$ cat config.mk
export PLATFORM = sky130hd
export DESIGN_NAME = instr_fetch_ctrl
export DESIGN_NICKNAME = d
export VERILOG_FILES = /design/src/rtl/instr_fetch_ctrl.sv
export SDC_FILE = /design/constraint.sdc
export NUM_CORES = 1
export LEC_CHECK = 0
export ABC_AREA = 1
export ABC_CLOCK_PERIOD_IN_PS = 2600
export CAP_MARGIN = 30
export CORE_AREA = 2 2 128 142
export CTS_BUF_LIST = sky130_fd_sc_hd__clkbuf_4 sky130_fd_sc_hd__clkbuf_8 sky130_fd_sc_hd__clkbuf_16
export DETAILED_ROUTE_END_ITERATION = 16
export DIE_AREA = 0 0 130 144
export PLACE_DENSITY = 0.69
export SETUP_SLACK_MARGIN = 0.4
export SLEW_MARGIN = 20
export SYNTH_ARGS = -nofsm -noshare
export SYNTH_HDL_FRONTEND = slang
export SYNTH_SLANG_ARGS = --single-unit
$ cat constraint.sdc
create_clock -name clk -period 2.6 [get_ports clk]
set_input_delay 0.26 -clock clk [delete_from_list [all_inputs] [get_ports clk]]
set_output_delay 0.26 -clock clk [all_outputs]
set_load 0.02 [all_outputs]
$ cat src/rtl/instr_fetch_ctrl.sv
// instr_fetch_ctrl: fetch-stage controller. It owns the PC, drives the instruction
// memory address and loads the IF/ID pipeline register. It sequences fetch through
// init, run, stall, redirect and end-of-memory halt.
// Optional feature macro: FETCH_WRAP_EN. When it is defined, the PC wraps modulo
// DEPTH and there is no halt. When it is undefined, a PC at or past DEPTH halts fetch.
module instr_fetch_ctrl #(
  parameter int unsigned N        = 32,
  parameter int unsigned DEPTH    = 32,
  parameter int unsigned RESET_PC = 0
) (
  input  logic         clk,
  input  logic         reset,
  output logic [N-1:0] imem_addr,
  input  logic [N-1:0] imem_data,
  input  logic         stall,
  input  logic         redirect_valid,
  input  logic [N-1:0] redirect_target,
  output logic [N-1:0] if_id_instr,
  output logic [N-1:0] if_id_pc,
  output logic         if_id_valid,
  output logic         halted,
  output logic [N-1:0] fetch_count
);

  localparam logic [N-1:0] DEPTH_W    = N'(DEPTH);
  localparam logic [N-1:0] RESET_PC_W = N'(RESET_PC);

  typedef enum logic [1:0] {
    S_INIT = 2'd0,
    S_RUN  = 2'd1,
    S_HALT = 2'd2
  } state_t;

  state_t       state, state_nxt;
  logic [N-1:0] pc, pc_nxt;
  logic [N-1:0] instr_nxt, ifpc_nxt, cnt_nxt;
  logic         valid_nxt, halted_nxt;
  logic [N-1:0] cand, cand_fold;
  logic         cand_oob;

  assign imem_addr = pc;

  // Candidate next PC (redirect or sequential), folded or flagged by the bounds rule
  always_comb begin
    cand = redirect_valid ? redirect_target : pc + N'(1);
`ifdef FETCH_WRAP_EN
    cand_fold = (cand >= DEPTH_W) ? N'(cand % DEPTH_W) : cand;
    cand_oob  = 1'b0;
`else
    cand_fold = cand;
    cand_oob  = (cand >= DEPTH_W);
`endif
  end

  // Next-state and next-register values; hold by default
  always_comb begin
    state_nxt  = state;
    pc_nxt     = pc;
    instr_nxt  = if_id_instr;
    ifpc_nxt   = if_id_pc;
    valid_nxt  = if_id_valid;
    cnt_nxt    = fetch_count;
    halted_nxt = halted;
    case (state)
      S_INIT: begin
        instr_nxt = '0;
        ifpc_nxt  = '0;
        valid_nxt = 1'b0;
        state_nxt = S_RUN;
      end
      S_RUN: begin
        if (redirect_valid) begin
          // Redirect wins over stall and leaves a single bubble behind it
          instr_nxt = '0;
          ifpc_nxt  = '0;
          valid_nxt = 1'b0;
          pc_nxt    = cand_fold;
          if (cand_oob) begin
            state_nxt  = S_HALT;
            halted_nxt = 1'b1;
          end
        end else if (!stall) begin
          instr_nxt = imem_data;
          ifpc_nxt  = pc;
          valid_nxt = 1'b1;
          cnt_nxt   = fetch_count + N'(1);
          pc_nxt    = cand_fold;
          if (cand_oob) begin
            state_nxt  = S_HALT;
            halted_nxt = 1'b1;
          end
        end
      end
      S_HALT: begin
        // PC keeps its out-of-range value; only an in-range redirect restarts fetch
        instr_nxt  = '0;
        ifpc_nxt   = '0;
        valid_nxt  = 1'b0;
        halted_nxt = 1'b1;
        if (redirect_valid && (redirect_target < DEPTH_W)) begin
          pc_nxt     = redirect_target;
          state_nxt  = S_RUN;
          halted_nxt = 1'b0;
        end
      end
      default: begin
        state_nxt = S_INIT;
      end
    endcase
  end

  // State, PC and registered outputs with synchronous reset
  always_ff @(posedge clk) begin
    if (reset) begin
      state       <= S_INIT;
      pc          <= RESET_PC_W;
      if_id_instr <= '0;
      if_id_pc    <= '0;
      if_id_valid <= 1'b0;
      halted      <= 1'b0;
      fetch_count <= '0;
    end else begin
      state       <= state_nxt;
      pc          <= pc_nxt;
      if_id_instr <= instr_nxt;
      if_id_pc    <= ifpc_nxt;
      if_id_valid <= valid_nxt;
      halted      <= halted_nxt;
      fetch_count <= cnt_nxt;
    end
  end

endmodule

==> results.yml <==
# implementation run metrics
layout:
  design_area_sq_um: 10200
  ff_latch_area_sq_um: 2720
  layout-drive-gt1-share: 0.174
detailed_routing:
  route.detailed.drc: 0
  viasPerCell: 4.94
  wl_per_cell_microns: 14.6
  totalWireLength_mm: 21.9
clock_network:
  path_clk_slew_ns: 0.06
  cts_buffers: 17
  ctsRootBufferMaster: "clkbuf_16"
  post_cts_buffers: 1
  cts.sinks: 132
synthesis:
  ys_warn_count: 0
  top_cells_by_count: "nand2_1, dfxtp_1, a21oi_1"
  synth.distinct_cells: 46
  ys_chip_area_sq_um: 6820
  netlist_area_sq_um: 6820
place:
  port_buffers: 197
worst_setup_path:
  cp.depth: 14
  crit_path_max_fanout: 6
  startpoint_type: "register"
  worst-path-buf-inv: 0
  crit_type: "reg -> reg"
  worst_setup_path_end_kind: "register"
hold_path:
  hp-class: "in -> reg"
floorplanning:
  io_pins: 198
  core-area_sq_um: 17400
power:
  ir_worst_vdd_v: 0.000429
final_timing:
  slew_viol_final: 0
  rsz0062_at_grt: "yes"
  fin_hold_ws_ns: 0.204
  skew_ns: 0.00579
grt:
  antenna_found_initial: 0
  gr-total-overflow: 0
run_status:
  status: "finished clean"
## worst min path at each step
| stage | cells after the start | slack (ns) | start | end |
|---|---|---|---|---|
| after CTS | 2 | 0.19 | reset | if_id_instr[3]$_SDFFE_PP0P_ |
| after global placement | 2 | 0.45 | if_id_pc[18]$_SDFFE_PP0P_ | if_id_pc[18]$_SDFFE_PP0P_ |
| after floorplan | 2 | 0.41 | imem_data[0] | if_id_instr[0]$_SDFFE_PP0P_ |
| after global routing | 2 | 0.21 | reset | if_id_instr[8]$_SDFFE_PP0P_ |
| final | 2 | 0.20 | reset | if_id_instr[3]$_SDFFE_PP0P_ |
| after detailed placement | 2 | 0.45 | if_id_instr[8]$_SDFFE_PP0P_ | if_id_instr[8]$_SDFFE_PP0P_ |
## where the power goes
| group | leakage (nW) | total (mW) | switching (mW) | internal, mW |
|---|---|---|---|---|
| Combinational | 2.42 | 0.982 | 0.553 | 0.429 |
| Sequential | 1.09 | 2.22 | 0.117 | 2.11 |
| Clock | 0.262 | 2.19 | 0.863 | 1.32 |
| Total | 3.77 | 5.39 | 1.53 | 3.86 |
## per-layer routing
| metal | share of wire | global-route usage | up-vias |
|---|---|---|---|
| met5 | 0 | 0 | - |
| met4 | 0.019 | 0.0798 | 0 |
| met3 | 0.063 | 0.0577 | 32 |
| met2 | 0.50 | 0.390 | 226 |
| met1 | 0.42 | 0.282 | 3409 |
| li1 | - | - | 3770 |
## registers in the layout (all words and copies together), names as in the netlist
name,cells
halted,1
if_id_instr,32
imem_addr,32
fetch_count,32
state,2
if_id_pc,32
if_id_valid,1
## final cells by class
cell class	instances	share of cell area
inverter	82	0.0305
multi-input combinational	778	0.386
clock inverter	7	0.00616
timing repair buffer	248	0.236
sequential	132	0.267
clock buffer	21	0.0448
tap	238	0.0293
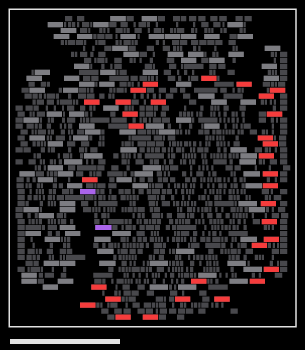
(images/ff_map.png)
The bar under the picture is 50 microns long. Other sequential cells in the stronger grey, the rest of the logic in the fainter grey.
[state] purple | sequential cells: 2
[if_id_pc] red | sequential cells: 32
not coloured: 98

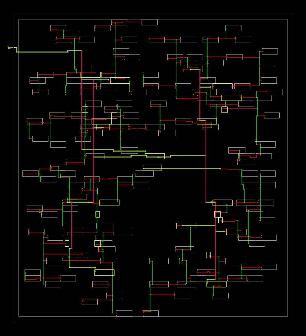
(images/clock_nets.png)
# clk buffers: 21
Clk power: 2.19 mW

Power and IR drop assume default switching activity.
